Figure 1. I/O pins on the die edge.
Pins as bars across the die edge, other pins in grey.
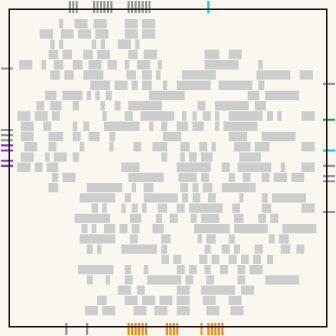
Figure 2. Register map, names as in the netlist.
Other sequential cells in the stronger grey, the rest of the logic in the fainter grey.
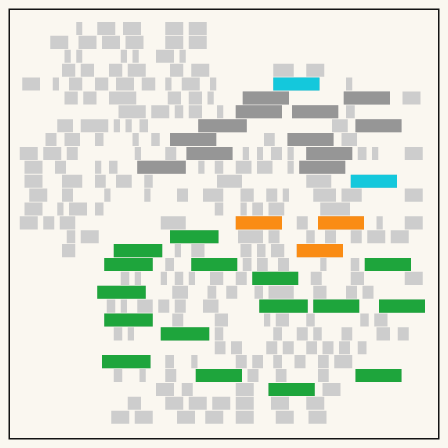
Figure 3. Logic cells by family.
Scale bar: 20 um.
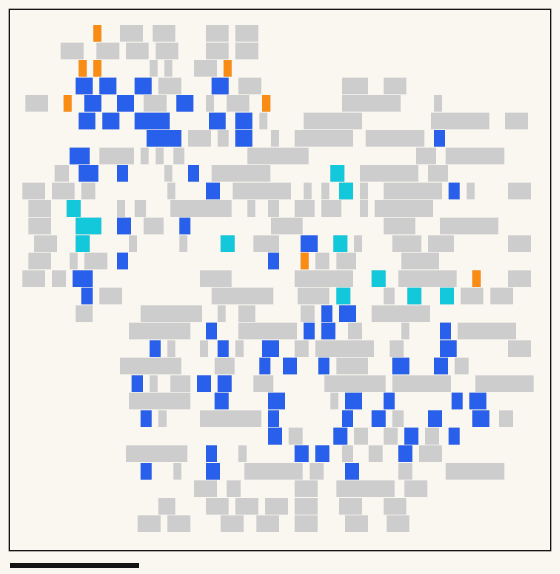
Figure 4. The clock network.
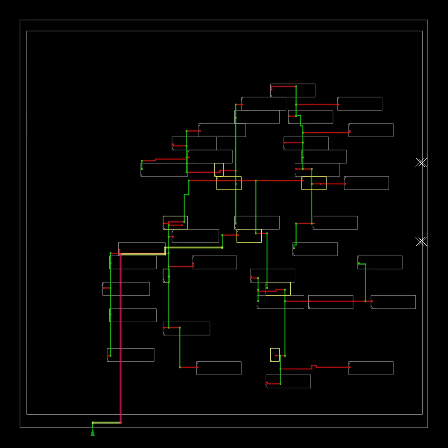
Figure 5. Wiring by layer.
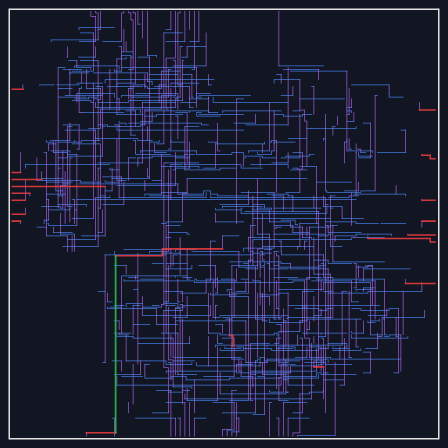
===== src/rtl/dom_pkg.sv =====
`default_nettype none
// +------------------------------------------------------------------+
// | dom_pkg: shared types and constants for the DOM multiplier slice  |
// | Rev 1.0                                                           |
// +------------------------------------------------------------------+
package dom_pkg;

    typedef enum logic [2:0] {
        IDLE  = 3'd0,
        ISSUE = 3'd1,
        WAIT  = 3'd2,
        RESP  = 3'd3,
        CLEAR = 3'd4
    } sched_state_t;

    localparam logic [15:0] c_lfsr_seed_dflt = 16'hACE1;

    // Galois feedback masks, bit k set for tap x^(k+1)
    localparam logic [7:0]  c_lfsr_poly_w8  = 8'hB8;
    localparam logic [15:0] c_lfsr_poly_w16 = 16'hB400;
    localparam logic [23:0] c_lfsr_poly_w24 = 24'hE1_0000;
    localparam logic [31:0] c_lfsr_poly_w32 = 32'hA300_0000;

    function automatic logic [31:0] lfsr_poly(input int w);
        case (w)
            8:       return 32'(c_lfsr_poly_w8);
            24:      return 32'(c_lfsr_poly_w24);
            32:      return c_lfsr_poly_w32;
            default: return 32'(c_lfsr_poly_w16);
        endcase
    endfunction

endpackage
`default_nettype wire


===== src/rtl/dom_lfsr.sv =====
`default_nettype none
// +------------------------------------------------------------------+
// | dom_lfsr: Galois LFSR supplying fresh masks, with seed loading    |
// | Rev 1.0                                                           |
// +------------------------------------------------------------------+
module dom_lfsr
    import dom_pkg::*;
#(
    parameter int             W    = 16,
    parameter logic [W-1:0]   SEED = W'(c_lfsr_seed_dflt)
) (
    input  logic         clk,
    input  logic         rstn,
    input  logic         step,
    input  logic         load,
    input  logic [W-1:0] seed,
    output logic [W-1:0] state
);
    localparam logic [W-1:0] c_mask = W'(lfsr_poly(W));

    logic [W-1:0] r_state;

    // An all-zero seed would lock the register, so it falls back to SEED
    always_ff @(posedge clk or negedge rstn) begin
        if (!rstn) begin
            r_state <= SEED;
        end else if (load) begin
            r_state <= (seed == '0) ? SEED : seed;
        end else if (step) begin
            r_state <= (r_state >> 1) ^ (r_state[0] ? c_mask : '0);
        end
    end

    assign state = r_state;

endmodule
`default_nettype wire


===== src/rtl/dom_mult.sv =====
`default_nettype none
// +------------------------------------------------------------------+
// | dom_mult: first-order DOM-indep AND gate, one register stage      |
// | Rev 1.0                                                           |
// +------------------------------------------------------------------+
module dom_mult (
    input  logic clk,
    input  logic rstn,
    input  logic Ax,
    input  logic Ay,
    input  logic Bx,
    input  logic By,
    input  logic Z0,
    output logic Aq,
    output logic Bq
);
    logic r_xx, r_xy, r_yx, r_yy;

    // Cross-domain terms are blinded by Z0 before the register stage
    always_ff @(posedge clk or negedge rstn) begin
        if (!rstn) begin
            r_xx <= 1'b0;
            r_xy <= 1'b0;
            r_yx <= 1'b0;
            r_yy <= 1'b0;
        end else begin
            r_xx <= Ax & Bx;
            r_xy <= (Ax & By) ^ Z0;
            r_yx <= (Ay & Bx) ^ Z0;
            r_yy <= Ay & By;
        end
    end

    assign Aq = r_xx ^ r_xy;
    assign Bq = r_yy ^ r_yx;

endmodule
`default_nettype wire


===== src/rtl/dom_mult_sched.sv =====
`default_nettype none
// +------------------------------------------------------------------+
// | dom_mult_sched: round-robin scheduler sharing one dom_mult        |
// | Rev 1.0                                                           |
// +------------------------------------------------------------------+
module dom_mult_sched
    import dom_pkg::*;
#(
    parameter int                NREQ      = 4,
    parameter int                LFSR_W    = 16,
    parameter logic [LFSR_W-1:0] LFSR_SEED = LFSR_W'(c_lfsr_seed_dflt)
) (
    input  logic                    clk,
    input  logic                    rstn,
    input  logic [NREQ-1:0]         req_valid,
    input  logic [NREQ-1:0]         req_ax,
    input  logic [NREQ-1:0]         req_ay,
    input  logic [NREQ-1:0]         req_bx,
    input  logic [NREQ-1:0]         req_by,
    output logic [NREQ-1:0]         req_ready,
    output logic                    rsp_valid,
    output logic [$clog2(NREQ)-1:0] rsp_id,
    output logic                    rsp_qx,
    output logic                    rsp_qy,
    input  logic                    rsp_ready,
    input  logic                    seed_load,
    input  logic [LFSR_W-1:0]       seed,
    output logic                    busy
);
    localparam int IDW = $clog2(NREQ);

    sched_state_t    r_state, w_state_nxt;
    logic [IDW-1:0]  r_last, r_rsp_id, w_pick;
    logic            r_ax, r_ay, r_bx, r_by, r_rsp_qx, r_rsp_qy;
    logic            w_any, w_accept, w_drive, w_step, w_load;
    logic            w_ax, w_ay, w_bx, w_by, w_z0, w_aq, w_bq;
    logic [LFSR_W-1:0] w_lfsr;

    // Scan downward so the nearest index after the last grant wins
    function automatic logic [IDW-1:0] rr_pick(input logic [NREQ-1:0] v,
                                               input logic [IDW-1:0]  last);
        logic [IDW-1:0] pick;
        int             idx;
        pick = last;
        for (int k = NREQ; k >= 1; k--) begin
            idx = (int'(last) + k) % NREQ;
            if (v[IDW'(idx)]) pick = IDW'(idx);
        end
        return pick;
    endfunction

    assign w_any    = |req_valid;
    assign w_pick   = rr_pick(req_valid, r_last);
    assign w_accept = (r_state == IDLE) && w_any;
    assign w_drive  = (r_state == ISSUE) || (r_state == WAIT);
    assign w_step   = (r_state == CLEAR);
    assign w_load   = (r_state == IDLE) && seed_load;

    always_ff @(posedge clk or negedge rstn) begin
        if (!rstn) r_state <= IDLE;
        else       r_state <= w_state_nxt;
    end

    always_comb begin
        w_state_nxt = r_state;
        case (r_state)
            IDLE:    if (w_any) w_state_nxt = ISSUE;
            ISSUE:   w_state_nxt = WAIT;
            WAIT:    w_state_nxt = RESP;
            RESP:    if (rsp_ready) w_state_nxt = CLEAR;
            CLEAR:   w_state_nxt = IDLE;
            default: w_state_nxt = IDLE;
        endcase
    end

    // r_last starts at NREQ-1 so requester 0 is first in line out of reset
    always_ff @(posedge clk or negedge rstn) begin
        if (!rstn) begin
            r_last   <= IDW'(NREQ - 1);
            r_ax     <= 1'b0;
            r_ay     <= 1'b0;
            r_bx     <= 1'b0;
            r_by     <= 1'b0;
            r_rsp_id <= '0;
            r_rsp_qx <= 1'b0;
            r_rsp_qy <= 1'b0;
        end else begin
            if (w_accept) begin
                r_last <= w_pick;
                r_ax   <= req_ax[w_pick];
                r_ay   <= req_ay[w_pick];
                r_bx   <= req_bx[w_pick];
                r_by   <= req_by[w_pick];
            end
            if (r_state == WAIT) begin
                r_rsp_id <= r_last;
                r_rsp_qx <= w_aq;
                r_rsp_qy <= w_bq;
            end
        end
    end

    // Multiplier inputs are precharged to zero outside the compute window
    assign w_ax = w_drive & r_ax;
    assign w_ay = w_drive & r_ay;
    assign w_bx = w_drive & r_bx;
    assign w_by = w_drive & r_by;
    assign w_z0 = w_drive & w_lfsr[0];

    dom_mult u_mult (clk, rstn, w_ax, w_ay, w_bx, w_by, w_z0, w_aq, w_bq);

    dom_lfsr #(
        .W    (LFSR_W),
        .SEED (LFSR_SEED)
    ) u_lfsr (
        .clk   (clk),
        .rstn  (rstn),
        .step  (w_step),
        .load  (w_load),
        .seed  (seed),
        .state (w_lfsr)
    );

    assign req_ready = w_accept ? (NREQ'(1) << w_pick) : '0;
    assign rsp_valid = (r_state == RESP);
    assign rsp_id    = r_rsp_id;
    assign rsp_qx    = r_rsp_qx;
    assign rsp_qy    = r_rsp_qy;
    assign busy      = (r_state != IDLE);

endmodule
`default_nettype wire

===== config.mk =====
export PLATFORM = sky130hd
export DESIGN_NAME = dom_mult_sched
export DESIGN_NICKNAME = d
export VERILOG_FILES = /design/src/rtl/dom_pkg.sv /design/src/rtl/dom_lfsr.sv /design/src/rtl/dom_mult.sv /design/src/rtl/dom_mult_sched.sv
export SDC_FILE = /design/constraint.sdc
export NUM_CORES = 1
export LEC_CHECK = 0
export CAP_MARGIN = 40
export CELL_PAD_IN_SITES_DETAIL_PLACEMENT = 1
export CELL_PAD_IN_SITES_GLOBAL_PLACEMENT = 2
export CORE_MARGIN = 1
export CORE_UTILIZATION = 28
export CTS_CLUSTER_DIAMETER = 200
export CTS_CLUSTER_SIZE = 10
export DETAILED_ROUTE_END_ITERATION = 8
export MAX_ROUTING_LAYER = met4
export PLACE_DENSITY = 0.82
export SYNTH_ARGS = -nofsm -noshare
export SYNTH_HDL_FRONTEND = slang
export SYNTH_SLANG_ARGS = --single-unit

===== constraint.sdc =====
create_clock -name clk -period 4.2 [get_ports clk]
set_input_delay 0.63 -clock clk [delete_from_list [all_inputs] [get_ports clk]]
set_output_delay 0.63 -clock clk [all_outputs]
set_load 0.01 [all_outputs]

==> reports/qor.txt <==
Critical path startpoint category - input port
Initial Util - 29.2%
Switching power share of the total - 39.8%
Area post-placement - 2430 um2
Cell count after synthesis - 204
Drt pass-1 iters - 6
Hold Startpoint - u_lfsr.state[7]
Non-clock buffer count - 51
Worst-path clk slew - 0.07 ns
Htree depth - 2
DR DRC count - 4
# IOs - 50
Worst path slowest cell - clkdlybuf4s50_1
Part of the power in the clock network - 13.7%
RSZ-0062 raised after global routing - false
Tcrit/Tclk final - 79.0%
Post-CTS Setup Bufs - 0
Mean Syn Cell Area - 9.20 um2
Crit-path max FO - 8
CTS resizes - 0
Post-route setup TNS - 0 ns
Biggest area cells - dfrtp_1, dfstp_2, o21ai_0
Power Total - 1640 uW
Initial antenna violation count - 0
Largest logic family - AND-OR/OR-AND gates
Reg power frac - 41.0%
Area grow syn2layout - 33.9%
Top cells by count - dfrtp_1, nand2_1, o21ai_0
Xor-xnor portion of the synthesized cell area - 3.73%
Worst Setup Slack, final - 0.883 ns
Longest Clk Path Bufs - 2
Post-synth EDFFs - 0
Max reg flops - 16
Max Slew Vio Count - 0
Slew margin rel. - 60.3%
Vias per cell - 5.16
Leakage - 0.000974 uW
Yosys warnings - 0
Crit path largest cell delay - 0.55 ns
Log Warnings - 26
Buffering overhead - 20.1%
Synth Register Bits - 33
Total gr overflow - 0
Outcome - complete, but fails checks
TritonCTS clock tree - done
CTS buffer count - 5
DR WL/cell - 15.5 um
Tmin final - 3.32 ns
1st-iter DRT viols - 91
Adder Share, Synth - 0%
Compound Share, Synth - 26.3%
Rows - 29
Most common cell in the synthesized netlist - dfrtp_1
# diodes - 0
Hold buffers post-CTS - 0
Simple-gate share of the synthesized area - 19.4%
Worst Tran Pin Value - 0.593 ns
Fillcell total - 752
Most area-hungry cell type in the Yosys netlist - dfrtp_1
Cell area power density - 652 nW/um2
Int Power - 986 uW
Most frequent cell on the critical path - clkdlybuf4s50_1
Area fraction in mux cells - 1.73%
Pin count of the biggest net entering global routing - 34
Worst Path Required - 3.57 ns
Layer with the highest usage - met2
Met2 WL - 2300 um
Core Util, Final - 39.1%
CP cell instances - clkdlybuf4s50_1 > nand2b_1 > a22o_2 > a21oi_1 > nand2_1 > nor2_1 > clkdlybuf4s50_1
ClkCell Share - 3.29%
Dominant cell area share - 30.7%
Hold Path Class - flop to flop
Core region area - 6420 um2
Comb. pwr - 741 uW
Post-synth seq share - 44.7%
M3 GR Usage - 3.26%
Final nets - 290
Comb area - 960 um2
Met3 routed WL - 106 um
Root Buffer - clkbuf_8
NetSw - 651 uW
Via count - 1,692
Top FF cell, synth - dfrtp_1
Top Layout Cells - clkdlybuf4s50_1, dfrtp_1, nand2_1
Skew final - 0.00615 ns
Worst setup EP type - output port
Worst Path Arrival - 2.69 ns
Peak supply drop - 185 uV
Flop share of the area - 33.4%
Worst slack at placement - 0.875 ns
Mapped Area - 1880 um2
Detail Placement HPWL - 3860 um
Die Size - 7030 um2
Async set-or-reset flop fraction in the synthesized netlist - 100%
Tap cells - 77
Met1 Wirelength - 2640 um
First-pass GRT wire length - 8660 um
Top power group - combinational cells
Vias in the first global route - 1,714
FMAX - 301 MHz
Met1 Use GR - 22.7%
Inverters - 8
Max-area cell class - logic gates
Synth cell types - 43
Met2 usage in global routing - 23.1%
RR Startpoint - r_last[1]
Gr usage total - 15.9%
Combinational fraction of design power - 45.3%
Failing checks - design-rule violations
Seq pwr - 672 uW
#MultiIn Comb - 151
Top sig layer - met4
Share of layout cells above drive strength 1 - 12.4%
Crit path kind - input port to output port
Placed cell count - 320
Notes on Figure 1 above:
purple -> `req_valid`  # pins 4, direction input, edge left
orange -> `seed`  # pins 16, direction input, edge bottom
green -> `rsp_qy`  # pins 1, direction output, edge right
cyan -> `rsp_id`  # pins 2, direction output, edge 1 right, 1 top
all pins by edge = 18 bottom, 17 top, 8 left, 7 right
Die Wd: 83.9 um
Die Ht: 83.9 um
Port Buffers: 49

Notes on Figure 2 above:
green -> `u_lfsr.state`  # placed flops 16
cyan -> `rsp_id`  # placed flops 2
orange -> `r_state`  # placed flops 3

Notes on Figure 3 above:
cyan -> and/or cells  # cells 11
blue -> aoi and oai cells  # cells 69, most used o21ai_0
orange -> inv cells  # cells 8, most used inv_1
Final Non-Filler Cells: 328
Comb/total area: 38.2%
dominant logic cell type in the layout: clkdlybuf4s50_1

Notes on Figure 4 above:
clk_buf instances: 6
Worst-Skew Late Latency: 0.27 ns
Sink Count: 33
power in the clock group: 224 uW

Notes on Figure 5 above:
green -> M4  # wire length 34.7 um
purple -> M2  # wire length 2,300 um
red -> M3  # wire length 107 um
blue -> M1  # wire length 2,640 um

-- critical path: cells and delay by family --
| family | cells | cell delay, ns |
|---|---|---|
| AOI/OAI and AO/OA | 2 | 0.61 |
| buffers and inverters | 2 | 1.09 |
| and+or+nand+nor | 3 | 0.36 |
-- final timing paths --
check                             endpoint  slack, ns  cells past startpoint
max                           req_ready[2]       0.88                      7
min                        u_lfsr.state[7]       0.49                      2
max reg2reg                           r_ax       2.26                      5
min reg2reg                u_lfsr.state[7]       0.49                      2
max in group asynchronous  u_lfsr.state[5]       3.09                      2
min in group asynchronous             r_ax       0.77                      2
No activity file was given, so power comes from the tool's default toggle rates.
